File: src/rtl/ps2_pkg.sv
// ============================================================================
//  Module   : ps2_pkg
//  Purpose  : Shared definitions for the PS/2 keyboard transmitter: frame
//             length, break prefix code, FSM state encoding and a helper that
//             assembles an 11-bit frame (start, 8 data LSB first, odd parity,
//             stop) so that bit i of the result is the i-th bit on the wire.
//  Revision : 1.0 - initial release
// ============================================================================
`default_nettype none

package ps2_pkg;

    localparam int          FRAME_BITS = 11;
    localparam logic [7:0]  BREAK_CODE = 8'hF0;
    localparam logic [3:0]  LAST_BIT   = 4'(FRAME_BITS - 1);

    typedef enum logic [1:0] {
        ST_IDLE  = 2'd0,
        ST_SETUP = 2'd1,
        ST_LOW   = 2'd2,
        ST_GAP   = 2'd3
    } ps2_state_t;

    // Index 0 is the start bit, index 10 the stop bit.
    function automatic logic [FRAME_BITS-1:0] ps2_frame(input logic [7:0] code);
        return {1'b1, ~^code, code, 1'b0};
    endfunction

endpackage

`default_nettype wire

File: src/rtl/ps2_tick_gen.sv
// ============================================================================
//  Module   : ps2_tick_gen
//  Purpose  : Half-period timer. While enabled, counts 0..CLK_HALF-1 and
//             raises tick during the last count, so a phase that starts on the
//             edge where enable rises lasts exactly CLK_HALF clk cycles.
//             Disabled, the counter is held at zero.
//  Ports    : clk    - system clock
//             reset  - asynchronous active-high reset
//             enable - count while high, clear while low
//             tick   - high in the final cycle of each half period
//  Revision : 1.0 - initial release
// ============================================================================
`default_nettype none

module ps2_tick_gen #(
    parameter int CLK_HALF = 2500
) (
    input  logic clk,
    input  logic reset,
    input  logic enable,
    output logic tick
);

    localparam int              CW       = (CLK_HALF > 1) ? $clog2(CLK_HALF) : 1;
    localparam logic [CW-1:0]   CNT_LAST = CW'(CLK_HALF - 1);

    logic [CW-1:0] cnt_q;
    logic [CW-1:0] cnt_d;

    always_comb begin
        cnt_d = cnt_q;
        if (!enable) begin
            cnt_d = '0;
        end else if (cnt_q == CNT_LAST) begin
            cnt_d = '0;
        end else begin
            cnt_d = cnt_q + 1'b1;
        end
    end

    always_ff @(posedge clk or posedge reset) begin
        if (reset) begin
            cnt_q <= '0;
        end else begin
            cnt_q <= cnt_d;
        end
    end

    assign tick = enable && (cnt_q == CNT_LAST);

endmodule

`default_nettype wire

File: src/rtl/ps2_keyboard_tx.sv
// ============================================================================
//  Module   : ps2_keyboard_tx
//  Purpose  : Device-side PS/2 keyboard frame transmitter. Accepts a scan code
//             on a valid/ready handshake and serialises it as an 11-bit frame
//             with a device-generated clock. Each bit is driven for one half
//             period with ps2_clk high (SETUP) then held for one half period
//             with ps2_clk low (LOW). A quiet gap of GAP_HALVES half periods
//             follows every frame.
//  Config   : PS2_BREAK_EN - when defined, a request with tx_release=1 sends
//             the break prefix frame 0xF0 followed by the tx_data frame.
//  Ports    : clk        - system clock
//             reset      - asynchronous active-high reset
//             tx_data    - scan code to send
//             tx_release - key-release flag, captured with tx_data
//             tx_valid   - request, taken when tx_ready is high
//             tx_ready   - idle and able to accept
//             ps2_clk    - PS/2 clock, idle high
//             ps2_data   - PS/2 data, idle high
//             busy       - high from acceptance until back in idle
//             frame_done - single-cycle pulse per completed frame
//  Revision : 1.0 - initial release
// ============================================================================
`default_nettype none

module ps2_keyboard_tx
    import ps2_pkg::*;
#(
    parameter int CLK_HALF   = 2500,
    parameter int GAP_HALVES = 4
) (
    input  logic       clk,
    input  logic       reset,
    input  logic [7:0] tx_data,
    input  logic       tx_release,
    input  logic       tx_valid,
    output logic       tx_ready,
    output logic       ps2_clk,
    output logic       ps2_data,
    output logic       busy,
    output logic       frame_done
);

    localparam int            GW       = (GAP_HALVES > 1) ? $clog2(GAP_HALVES) : 1;
    localparam logic [GW-1:0] GAP_LAST = GW'(GAP_HALVES - 1);

    ps2_state_t              state_q,      state_d;
    logic [3:0]              bit_idx_q,    bit_idx_d;
    logic [GW-1:0]           gap_idx_q,    gap_idx_d;
    logic [FRAME_BITS-1:0]   frame_q,      frame_d;
    logic [7:0]              hold_q,       hold_d;
    logic                    pending_q,    pending_d;
    logic                    ps2_clk_q,    ps2_clk_d;
    logic                    ps2_data_q,   ps2_data_d;
    logic                    tx_ready_q,   tx_ready_d;
    logic                    busy_q,       busy_d;
    logic                    frame_done_q, frame_done_d;

    logic                    half_tick;
    logic                    accept;
    logic [7:0]              first_code;
    logic                    start_break;

    // tx_ready_q is only ever high in idle, so this is the full handshake.
    assign accept = (state_q == ST_IDLE) && tx_valid && tx_ready_q;

`ifdef PS2_BREAK_EN
    assign first_code  = tx_release ? BREAK_CODE : tx_data;
    assign start_break = tx_release;
`else
    logic unused_release;
    assign unused_release = tx_release;
    assign first_code     = tx_data;
    assign start_break    = 1'b0;
`endif

    ps2_tick_gen #(
        .CLK_HALF (CLK_HALF)
    ) u_tick (
        .clk    (clk),
        .reset  (reset),
        .enable (state_q != ST_IDLE),
        .tick   (half_tick)
    );

    // ------------------------------------------------------------------
    // State register (also registers every datapath and output bit)
    // ------------------------------------------------------------------
    always_ff @(posedge clk or posedge reset) begin
        if (reset) begin
            state_q      <= ST_IDLE;
            bit_idx_q    <= '0;
            gap_idx_q    <= '0;
            frame_q      <= '1;
            hold_q       <= '0;
            pending_q    <= 1'b0;
            ps2_clk_q    <= 1'b1;
            ps2_data_q   <= 1'b1;
            tx_ready_q   <= 1'b1;
            busy_q       <= 1'b0;
            frame_done_q <= 1'b0;
        end else begin
            state_q      <= state_d;
            bit_idx_q    <= bit_idx_d;
            gap_idx_q    <= gap_idx_d;
            frame_q      <= frame_d;
            hold_q       <= hold_d;
            pending_q    <= pending_d;
            ps2_clk_q    <= ps2_clk_d;
            ps2_data_q   <= ps2_data_d;
            tx_ready_q   <= tx_ready_d;
            busy_q       <= busy_d;
            frame_done_q <= frame_done_d;
        end
    end

    // ------------------------------------------------------------------
    // Next-state logic
    // ------------------------------------------------------------------
    always_comb begin
        state_d = state_q;
        case (state_q)
            ST_IDLE: begin
                if (accept) begin
                    state_d = ST_SETUP;
                end
            end
            ST_SETUP: begin
                if (half_tick) begin
                    state_d = ST_LOW;
                end
            end
            ST_LOW: begin
                if (half_tick) begin
                    state_d = (bit_idx_q == LAST_BIT) ? ST_GAP : ST_SETUP;
                end
            end
            ST_GAP: begin
                if (half_tick && (gap_idx_q == GAP_LAST)) begin
                    state_d = pending_q ? ST_SETUP : ST_IDLE;
                end
            end
            default: state_d = ST_IDLE;
        endcase
    end

    // ------------------------------------------------------------------
    // Output / datapath next values
    // ------------------------------------------------------------------
    always_comb begin
        bit_idx_d    = bit_idx_q;
        gap_idx_d    = gap_idx_q;
        frame_d      = frame_q;
        hold_d       = hold_q;
        pending_d    = pending_q;
        ps2_clk_d    = ps2_clk_q;
        ps2_data_d   = ps2_data_q;
        tx_ready_d   = tx_ready_q;
        busy_d       = busy_q;
        frame_done_d = 1'b0;

        case (state_q)
            ST_IDLE: begin
                if (accept) begin
                    frame_d    = ps2_frame(first_code);
                    bit_idx_d  = '0;
                    ps2_clk_d  = 1'b1;
                    ps2_data_d = 1'b0;
                    tx_ready_d = 1'b0;
                    busy_d     = 1'b1;
                    if (start_break) begin
                        pending_d = 1'b1;
                        hold_d    = tx_data;
                    end
                end
            end
            ST_SETUP: begin
                if (half_tick) begin
                    ps2_clk_d = 1'b0;
                end
            end
            ST_LOW: begin
                if (half_tick) begin
                    // Data only moves on the rising clock edge.
                    ps2_clk_d = 1'b1;
                    if (bit_idx_q == LAST_BIT) begin
                        ps2_data_d   = 1'b1;
                        frame_done_d = 1'b1;
                        gap_idx_d    = '0;
                    end else begin
                        bit_idx_d  = bit_idx_q + 4'd1;
                        ps2_data_d = frame_q[bit_idx_q + 4'd1];
                    end
                end
            end
            ST_GAP: begin
                if (half_tick) begin
                    if (gap_idx_q == GAP_LAST) begin
                        if (pending_q) begin
                            // Second frame of a release sequence follows
                            // straight on, busy stays high.
                            pending_d  = 1'b0;
                            frame_d    = ps2_frame(hold_q);
                            bit_idx_d  = '0;
                            ps2_data_d = 1'b0;
                        end else begin
                            tx_ready_d = 1'b1;
                            busy_d     = 1'b0;
                        end
                    end else begin
                        gap_idx_d = gap_idx_q + 1'b1;
                    end
                end
            end
            default: begin
                ps2_clk_d  = 1'b1;
                ps2_data_d = 1'b1;
            end
        endcase
    end

    assign tx_ready   = tx_ready_q;
    assign ps2_clk    = ps2_clk_q;
    assign ps2_data   = ps2_data_q;
    assign busy       = busy_q;
    assign frame_done = frame_done_q;

endmodule

`default_nettype wire
File: config.mk
export PLATFORM = sky130hd
export DESIGN_NAME = ps2_keyboard_tx
export DESIGN_NICKNAME = d
export VERILOG_FILES = /design/src/rtl/ps2_pkg.sv /design/src/rtl/ps2_tick_gen.sv /design/src/rtl/ps2_keyboard_tx.sv
export SDC_FILE = /design/constraint.sdc
export NUM_CORES = 1
export LEC_CHECK = 0
export CORE_AREA = 8 8 68 70
export CTS_CLUSTER_SIZE = 20
export DETAILED_ROUTE_END_ITERATION = 6
export DIE_AREA = 0 0 76 78
export GPL_TIMING_DRIVEN = 0
export PLACE_DENSITY = 0.78
export SYNTH_ARGS = -nofsm -noshare
export SYNTH_HDL_FRONTEND = slang
export SYNTH_HIERARCHICAL = 1
export SYNTH_SLANG_ARGS = --single-unit
File: constraint.sdc
create_clock -name clk -period 3.2 [get_ports clk]
set_input_delay 0.64 -clock clk [delete_from_list [all_inputs] [get_ports clk]]
set_output_delay 0.64 -clock clk [all_outputs]
set_load 0.005 [all_outputs]
==> deck_impl_summary.md, run 1 <==
Synthesis and Place & Route Summary

Outcome
  – Outcome: finished, final reports clean

Placed design
  – RD Place Congestion: between 0.8 and 0.9
  – DP Area: 2070 um2
  – Pre-CTS setup slack: just over 0.9 ns
  – Port bufs: 15
  – DPL Wire Length: 2700 um
  – Placed insts: 238

Floorplan
  – Die X: 76 um
  – Num rows: 22
  – Die H: slightly below 80 um
  – Die area: 5930 um2
  – Num ports: 17

Layout
  – Bufs w/o clock: 22
  – NonClk Buf Share: 0.0854
  – FF+latch area: 892 um2
  – Comb/total area: 0.423
  – Dominant logic cell type in the layout: dfrtp_1
  – Top cells excl fill/tap: 22 x dfrtp_1, 18 x a21oi_1, 15 x clkdlybuf4s50_1
  – N_diodes: 0
  – Area-dominant class: combinational gates
  – Fraction of layout cells with a size suffix above 1: 0.202
  – Comb area: 906 um2
  – Final nets: 213
  – Comb gates: 125
  – Final Cell Area: 2140 um2
  – Fillers: 287
  – Fin cells: 246
  – CLK BUF: 8
  – Inverters: 8
  – ClkCell Share: 0.0322
  – Area delta synth->final: 15.0%

Power
  – Total power: 764 uW
  – Static leakage: 0.890 nW
  – PwrDens: 357 nW/um2
  – VDD IR max: between 0.2 and 0.3 mV

Synthesis
  – Mux share: 0.0820
  – Syn avg cell area: 10.6 um2
  – Nets at Floorplan: 191
  – Main flop type: dfrtp_1
  – Mapped Cells: 175
  – Yosys warning tally: 6
  – Synthesized area: 1860 um2
  – Synth Seq Share: 0.479
  – Simple-Gate Area Share: 0.171
  – Registers, synthesis: 35
  – Post-synth cell types: 45
  – Post-synth EDFFs: 0
  – XOR-XNOR Cells, Area Fraction: 0.0605
  – Cell total in the yosys stat output: 175
  – Comb area leader: simple AND/OR/NAND/NOR gates
  – Complex Gates by Area: 0.146
  – Ys async rst share: 1.00
  – Yosys chip area: ~1900 um2
  – Adder Share, Synth: 0.0269

Clocking
  – Root Driver: clkbuf_4
  – CTS tree: built
  – Post-CTS sizing: 0
  – Clock Path Buffers: 2
  – Hold buffers post-CTS: 0
  – H-tree depth: 2
  – Clk slew on worst S/H paths: 0.11 ns
  – Clk sinks: 35
  – Clock latency on the worst-skew pair: 0.34 ns
  – Post-CTS setup buffer count: 0
  – Number of CTS-inserted buffers: 5

Global route
  – Antenna violations before repair: 0
  – GR Util All Layers: 0.132
  – Largest net degree at the start of global routing: 24
  – First-pass GRT wire length: 6350 um
  – Number of global-route vias before repair: 1466
  – Grt ovf: 0

Critical path
  – R2R cell count: 9
  – CP Data Required Time: 3.46 ns
  – Setup crit start kind: flip-flop
  – Worst Path Max Fanout: 9
  – Worst setup path class: flip-flop to flip-flop
  – Crit end category: flip-flop
  – Arrival @ worst endpoint: 2.43 ns

Route
  – Vias/cell: 5.79
  – Iter 0 DRT Violations: 90
  – Total Wirelength: 3680 um
  – # DRC: 0
  – Drt wl/cell: 14.9 um
  – Antenna Nets Post-Route: 0
  – TritonRoute pass-1 iters: 4
  – Via count: 1425

Timing
  – Slew Limit Fails: 0
  – RSZ-0062 raised after global routing: false
  – Final WS setup: slightly above 1 ns
  – Hold Slack: 0.468 ns
  – Final min period: 2.17 ns
  – Setup_tns: 0 ns
  – Rel. slew slack: 0.412
  – Hold Vio Cnt, Final: 0
  – Fin crit share: 0.679
  – Worst-margin pin slew: 0.881 ns
  – Fmax: 461 MHz
  – Clk_skew: 0.0143 ns
  – Setup violations, final: 0

Job
  – Tool warning count: 28
  – Number of max-cap violations: 0

Min path
  – Hold path cells: 1
  – Tightest Hold Check Type: flip-flop to flip-flop
[run 1: metal layers]
metal	up-vias	GRT usage	routed length, um
li1	679	-	-
met1	702	0.137	1580
met2	39	0.236	1870
met3	5	0.0484	178
met4	0	0.0549	55
met5	-	0	0
[run 1: critical path: stages, from the launching register on]
cell	delay, ns
dfrtp_1	0.38
ha_1	0.30
nand4bb_2	0.16
nor2_1	0.11
and3_1	0.15
clkbuf_1	0.27
nand2_1	0.20
nor3_1	0.29
nor2_1	0.08
a31oi_1	0.17
[run 1: final timing paths]
check | from | to | slack [ns]
hold / removal | u_tick/cnt_q[0] | u_tick/cnt_q[0] | 0.47
setup / recovery | u_tick/cnt_q[0] | bit_idx_q[0] | 1.03
hold reg to reg | u_tick/cnt_q[0] | u_tick/cnt_q[0] | 0.47
setup reg to reg | u_tick/cnt_q[0] | bit_idx_q[0] | 1.03
min in group asynchronous | reset | u_tick/cnt_q[10] | 0.64
max in group asynchronous | reset | bit_idx_q[3] | 1.85
[run 1: synthesized netlist by cell type, types with 8 or more instances]
master | instances | area share
a21oi_1 | 18 | 0.048
dfrtp_1 | 22 | 0.30
dfstp_2 | 13 | 0.18
inv_1 | 8 | 0.016
mux2_2 | 8 | 0.048
nand2_1 | 10 | 0.020
nand3_1 | 8 | 0.022
nor2_1 | 12 | 0.024
o21ai_0 | 8 | 0.022
xnor2_1 | 8 | 0.038
[run 1: power breakdown]
group	internal, mW	leakage [nW]	switching [mW]
clock	0.129	0.0386	0.150
combinational	0.0210	0.450	0.0199
sequential	0.443	0.401	0
[run 1: flip-flops by register name, summed over array words and instances, names as in the netlist]
signal	cells
tx_ready	1
busy	1
u_tick/cnt_q	12
frame_q	10
frame_done	1
ps2_clk	1
ps2_data	1
bit_idx_q	4
gap_idx_q	2
state_q	2
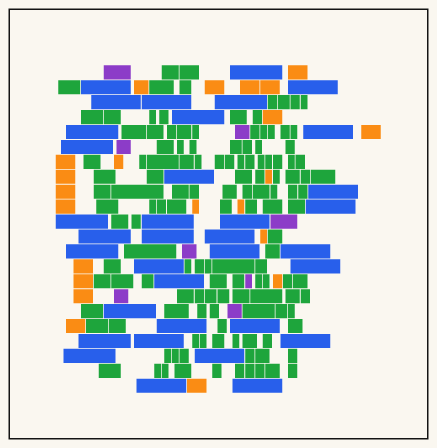
run_1/class_map.png
| colour | class | cells |
|---|---|---|
| orange | remaining buffers and delay cells | 22 |
| blue | registers | 35 |
| purple | clock drivers and dummy loads | 8 |
| green | remaining logic cells | 133 |

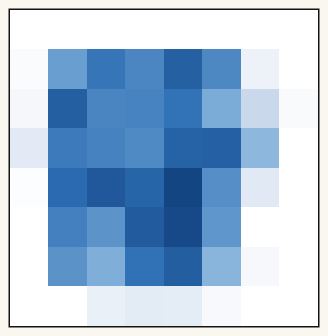
run_1/util_map.png
The die is cut into 8 by 8 equal tiles; white is low, dark blue is high, 0 to 100% covered.
densest ninth of the die: middle
tiles over 75% full: 17%
mean over tiles: 35%
emptiest ninth of the die: bottom right
fp_density: 0.524
Final Util: 0.603
CORE AREA: 3550 um2

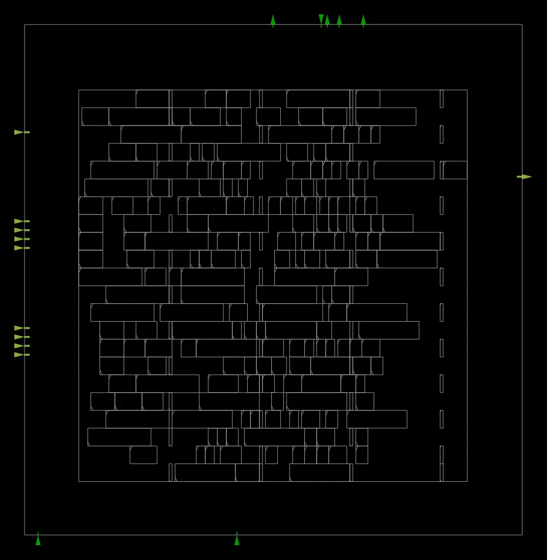
run_1/placed.png
tapcell count: 48
Seq area share: 0.417
flop count: 35

==> inputs of run 2 (changes only) <==
- clock period: 3.2 -> 2.02 ns (I/O delays scaled with it)
==> deck_impl_summary.md, run 2 <==
Synthesis and Place & Route Summary

Critical path
  – CP Data Required Time: roughly 2.3 ns
  – Setup crit start kind: flip-flop
  – Worst setup path class: flip-flop to flip-flop
  – Arrival @ worst endpoint: 2.13 ns
  – Crit end category: flip-flop

Layout
  – Biggest register: u_tick/cnt_q
  – Area delta synth->final: 15.6%
  – N_diodes: 0
  – Final Cell Area: between 2000 and 2500 um2
  – Dominant logic cell type in the layout: dfrtp_1
  – Fraction of layout cells with a size suffix above 1: 0.223
  – Final nets: 212
  – Top cells excl fill/tap: 22 x dfrtp_1, 18 x a21oi_1, 15 x clkdlybuf4s50_1

Synthesis
  – Synth Seq Share: 0.479
  – Main area contributors: dfrtp_1 30%, dfstp_2 18%, a21oi_1 4.8%, mux2_2 4.8%, xnor2_1 3.8%
  – Nets at Floorplan: 191
  – Yosys top cell by instances: dfrtp_1
  – Synthesized area: approximately 1900 um2
  – Cell total in the yosys stat output: 175
  – Yosys warning tally: 6
  – Yosys chip area: 1860 um2
  – Post-synth cell types: 45
  – Post-synth EDFFs: 0
  – Most frequent cells after synthesis: 22 x dfrtp_1, 18 x a21oi_1, 13 x dfstp_2
  – Main flop type: dfrtp_1
  – Mapped Cells: ~180
  – Syn avg cell area: approximately 11 um2
  – Largest type area fraction: 0.296

Timing
  – Slew Limit Fails: 0
  – Setup_tns: 0 ns
  – Final WS setup: around 0.15 ns
  – Fin crit share: 0.926
  – Worst-margin pin slew: 0.859 ns
  – Final min period: 1.87 ns
  – Rel. slew slack: 0.427
  – Hold Slack: 0.400 ns

Floorplan
  – Die X: 76 um
  – Num ports: 17
  – Die H: 78 um
  – Fp_density: 0.524

Route
  – Antenna Nets Post-Route: 0
  – Total Wirelength: 3620 um
  – Via count: around 1400
  – Drt wl/cell: 14.8 um

Job
  – Number of max-cap violations: 0
  – Tool warning count: 28

Placed design
  – Pre-CTS setup slack: -0.127 ns
  – RD Place Congestion: 0.830
  – DPL Wire Length: 2700 um
  – Port bufs: 15

Outcome
  – Outcome: finished, final reports clean

Power
  – Comb. pwr: 65.0 uW
  – Max power group: registers
  – Gate power share: 0.054
  – VDD IR max: 0.464 mV
  – Clock-net power: 443 uW

Clocking
  – Clock Path Buffers: 2
  – Clk sinks: 35
  – Root Driver: clkbuf_4
  – H-tree depth: 2
  – Number of CTS-inserted buffers: 5
  – Clock latency on the worst-skew pair: between 0.3 and 0.4 ns

Global route
  – Largest net degree at the start of global routing: 24
  – Busiest layer in global routing: met2
  – Grt ovf: 0
  – GR Util All Layers: 0.133
  – Grt met2 use: 0.237
  – GRT met1 Usage: 0.138
  – Met3 Resource Use GR: 0.0484
## run 2: cell counts after synthesis
Identical to the previous run, type by type.
## run 2: layout make-up
| type | count | area, um2 |
|---|---|---|
| multi-input cells | 125 | 921 |
| clock buffers | 8 | 68.8 |
| inverters | 8 | 30.0 |
| well taps | 48 | 60.1 |
| flip-flops and latches | 35 | 892 |
| fillers | 285 | 1400 |
| plain buffers | 6 | 28.8 |
| repair buffers | 15 | 150 |
## run 2: path summary, 6_finish.rpt
kind / depth (start not counted) / start / to / slack (ns)
max: 8 / u_tick/cnt_q[0] / bit_idx_q[0] / 0.15
min: 2 / reset / u_tick/cnt_q[6] / 0.40
max in group asynchronous: 2 / reset / state_q[1] / 0.93
min reg2reg: 1 / u_tick/cnt_q[0] / u_tick/cnt_q[0] / 0.47
min in group clk: 1 / u_tick/cnt_q[0] / u_tick/cnt_q[0] / 0.47
max reg2reg: 8 / u_tick/cnt_q[0] / bit_idx_q[0] / 0.15
## run 2: cell families after synthesis
group,synth area share
flip-flops,0.479
AND/OR/NAND/NOR,0.171
adder cells (fa/ha/maj),0.0269
AND-OR/OR-AND,0.146
buffers and inverters,0.0336
XOR/XNOR,0.0605
multiplexers,0.0820
## run 2: layer usage
layer	share of wire	routed length, um
met3	0.038	136
met5	0	0
met2	0.52	1880
met4	0.015	55
met1	0.43	1560
## run 2: worst max-delay path, stage by stage (launching register included)
cell and delay (ns):
dfrtp_1 0.38, ha_2 0.25, nand4bb_2 0.14, nor2_1 0.11
and3_2 0.27, nand2_1 0.17, nor3_2 0.23, nor2_1 0.07
a31oi_1 0.17
## run 2: timing repair
item                                    in CTS  in global routing
endpoints found under the setup margin       5                  5
hold endpoints to repair                     0                  0
gates cloned                                 0                  0
buffers inserted                             0                  0
gates resized                                2                  2
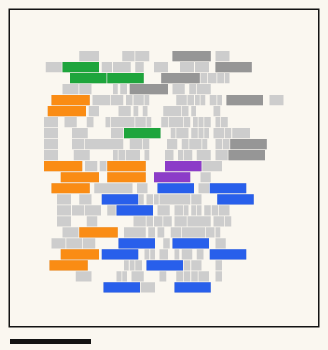
run_2/ff_map.png
Scale bar: 20 um. Other sequential cells in the stronger grey, the rest of the logic in the fainter grey.
| colour | signal | sequential cells |
|---|---|---|
| orange | frame_q | 10 |
| purple | state_q | 2 |
| green | bit_idx_q | 4 |
| blue | u_tick/cnt_q | 12 |
not coloured: 7
Seq group: 702 uW
Final Util: 0.606

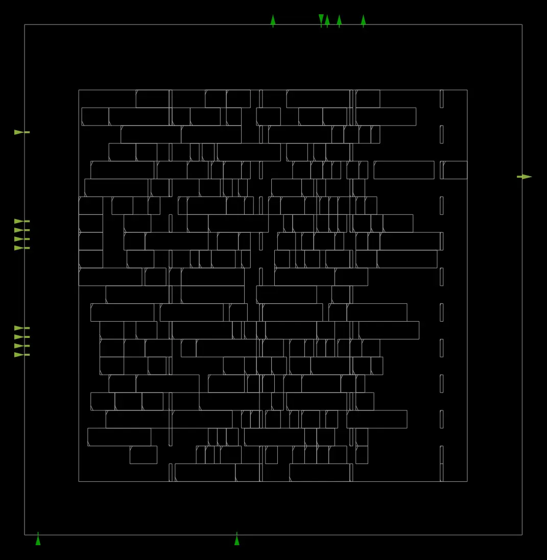
run_2/placed.png
fin cells: 245
Fillers: 285
Seq area share: 0.415
num rows: 22

==> inputs of run 3 (changes only) <==
- SKIP_LAST_GASP: unset -> 1
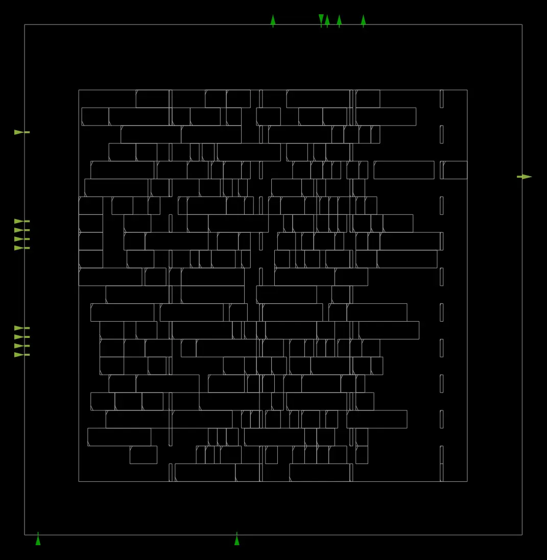
run_3/placed.png

==> deck_impl_summary.md, run 3 <==
Synthesis and Place & Route Summary

Placed design
  – Port bufs: 15
  – DP Area: roughly 2100 um2
  – Pre-CTS setup slack: -0.127 ns
  – RD Place Congestion: just over 0.8
  – Placed insts: 238
  – DPL Wire Length: 2700 um

Clocking
  – Clk slew on worst S/H paths: 0.11 ns
  – H-tree depth: 2
  – CTS tree: built
  – Root Driver: clkbuf_4
  – Clk sinks: 35
  – Number of CTS-inserted buffers: 5
  – Clock latency on the worst-skew pair: ~0.34 ns
  – Clock Path Buffers: 2

Floorplan
  – Die H: 78 um
  – Num rows: 22
  – CORE AREA: 3550 um2
  – Num ports: 17
  – Die X: 76 um
  – Fp_density: 0.524
  – Die area: 5930 um2

Critical path
  – Worst Path Max Fanout: 9
  – Worst R2R Setup Slack: 0.15 ns
  – Slowest stage delay, CP: 0.38 ns
  – CP top delay family: simple AND/OR/NAND/NOR gates
  – Setup crit start kind: flip-flop
  – CP most frequent cell: nor2_1
  – Worst setup path class: flip-flop to flip-flop
  – Buffer-and-inverter tally for the worst setup path: 0
  – CP cell instances: ha_2, nand4bb_2, nor2_1, and3_2, nand2_1, nor3_2, nor2_1, a31oi_1
  – Crit end category: flip-flop
  – CP Data Required Time: roughly 2.3 ns
  – Arrival @ worst endpoint: 2.13 ns
  – Max stage delay cell, worst path: dfrtp_1

Synthesis
  – Registers, synthesis: 35
  – Most frequent cells after synthesis: 22 x dfrtp_1, 18 x a21oi_1, 13 x dfstp_2
  – Ys async rst share: 1.00
  – Syn avg cell area: 10.6 um2
  – Main flop type: dfrtp_1
  – Cell total in the yosys stat output: between 150 and 200
  – Nets at Floorplan: 191
  – Synthesized area: ~1900 um2
  – Yosys chip area: 1860 um2
  – Mapped Cells: 175
  – Main area contributors: dfrtp_1 30%, dfstp_2 18%, a21oi_1 4.8%, mux2_2 4.8%, xnor2_1 3.8%
  – Post-synth cell types: about 45
  – Yosys warning tally: 6
  – Largest type area fraction: 0.296
  – Yosys top cell by instances: dfrtp_1
  – Biggest area consumer among synthesized cells: dfrtp_1
  – Post-synth EDFFs: 0
  – Synth Seq Share: 0.479

Route
  – Vias/cell: 5.74
  – TritonRoute pass-1 iters: 4
  – Via count: 1407
  – Total Wirelength: 3620 um
  – Iter 0 DRT Violations: 119
  – Drt wl/cell: 14.8 um
  – # DRC: 0
  – Antenna Nets Post-Route: 0

Layout
  – Area delta synth->final: 15.6%
  – N_diodes: 0
  – Top cells excl fill/tap: 22 x dfrtp_1, 18 x a21oi_1, 15 x clkdlybuf4s50_1
  – Final Util: 0.606
  – Fin cells: ~250
  – Dominant logic cell type in the layout: dfrtp_1
  – Number of flip-flops in the largest register: 12
  – Biggest register: u_tick/cnt_q
  – Biggest regs: u_tick/cnt_q: 12 flops, frame_q: 10 flops, bit_idx_q: 4 flops
  – Final nets: approximately 210
  – Fraction of layout cells with a size suffix above 1: 0.223

Global route
  – Grt ovf: 0
  – GR Util All Layers: 0.133
  – First-pass GRT wire length: about 6400 um
  – Antenna violations before repair: 0
  – Number of global-route vias before repair: 1468
  – Largest net degree at the start of global routing: 24

Power
  – Static leakage: about 0.89 nW
  – VDD IR max: about 0.46 mV
  – Total power: 1.21 mW
  – PwrDens: 562 nW/um2

Timing
  – Hold Slack: 0.400 ns
  – Slew Limit Fails: 0
  – Final min period: approximately 1.9 ns
  – Fmax: around 530 MHz
  – Worst-margin pin slew: 0.859 ns
  – Final WS setup: 0.150 ns
  – Clk_skew: 0.0142 ns
  – Hold Vio Cnt, Final: 0
  – Setup violations, final: 0
  – Fin crit share: 0.926
  – Rel. slew slack: 0.427
  – Setup_tns: 0 ns
  – RSZ-0062 raised after global routing: false

Outcome
  – Outcome: finished, final reports clean

Job
  – Number of max-cap violations: 0
  – Tool warning count: 28

Min path
  – Tightest Hold Check Type: input port to async pin
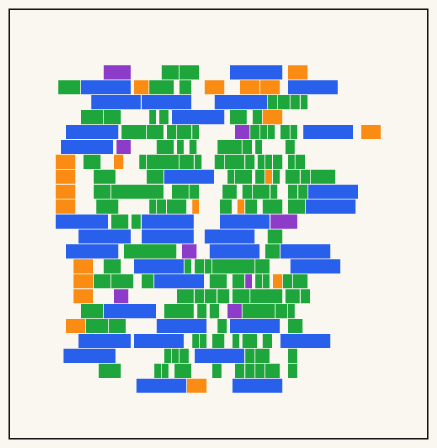
run_3/class_map.png
| colour | class | cells |
|---|---|---|
| purple | clock drivers and dummy loads | 8 |
| blue | registers | 35 |
| orange | remaining buffers and delay cells | 21 |
| green | remaining logic cells | 133 |
Final Cell Area: 2150 um2

==> run 3: cell counts in the layout (fill, tap and decap cells not counted) <==
No cell type changed its count.
==> run 3: repair_timing <==
item                       4_1_cts  5_1_grt
hold buffers                     0        0
setup endpoints to repair        5        5
gates resized                    2        2
buffers inserted                 0        0
==> run 3: worst paths after layout <==
check | cells past startpoint | start | end
worst max register to register | 8 | u_tick/cnt_q[0] | bit_idx_q[0]
max in group asynchronous | 2 | reset | state_q[1]
worst max-delay path | 8 | u_tick/cnt_q[0] | bit_idx_q[0]
min in group clk | 1 | u_tick/cnt_q[0] | u_tick/cnt_q[0]
worst min register to register | 1 | u_tick/cnt_q[0] | u_tick/cnt_q[0]
worst min-delay path | 2 | reset | u_tick/cnt_q[6]
==> run 3: cell type report <==
class | instances | area [um2]
fill | 285 | 1400
tap | 48 | 60.1
multi-input combinational | 125 | 921
sequential | 35 | 892
inverter | 8 | 30.0
clock buffer | 8 | 68.8
buffer | 6 | 28.8
timing repair buffer | 15 | 150
==> run 3: per-layer routing <==
metal  global-route usage  part of all wire
met5                    0                 0
met3               0.0484             0.038
met1                0.138              0.43
met2                0.237              0.52
met4               0.0549             0.015
==> run 3: report_power, final <==
part | leakage [nW] | switching (mW) | internal, mW
sequential | 0.401 | 0 | 0.702
combinational | 0.450 | 0.0313 | 0.0337
clock | 0.0386 | 0.238 | 0.205
total | 0.890 | 0.269 | 0.940
==> run 3: cells by family after synthesis <==
kind of cell	count (synthesis)	synth area share
AND-OR/OR-AND	43	0.146
XOR/XNOR	12	0.0605
adder cells (fa/ha/maj)	4	0.0269
buffers and inverters	15	0.0336
flip-flops	35	0.479
multiplexers	11	0.0820
AND/OR/NAND/NOR	55	0.171
No activity file was given, so power comes from the tool's default toggle rates.
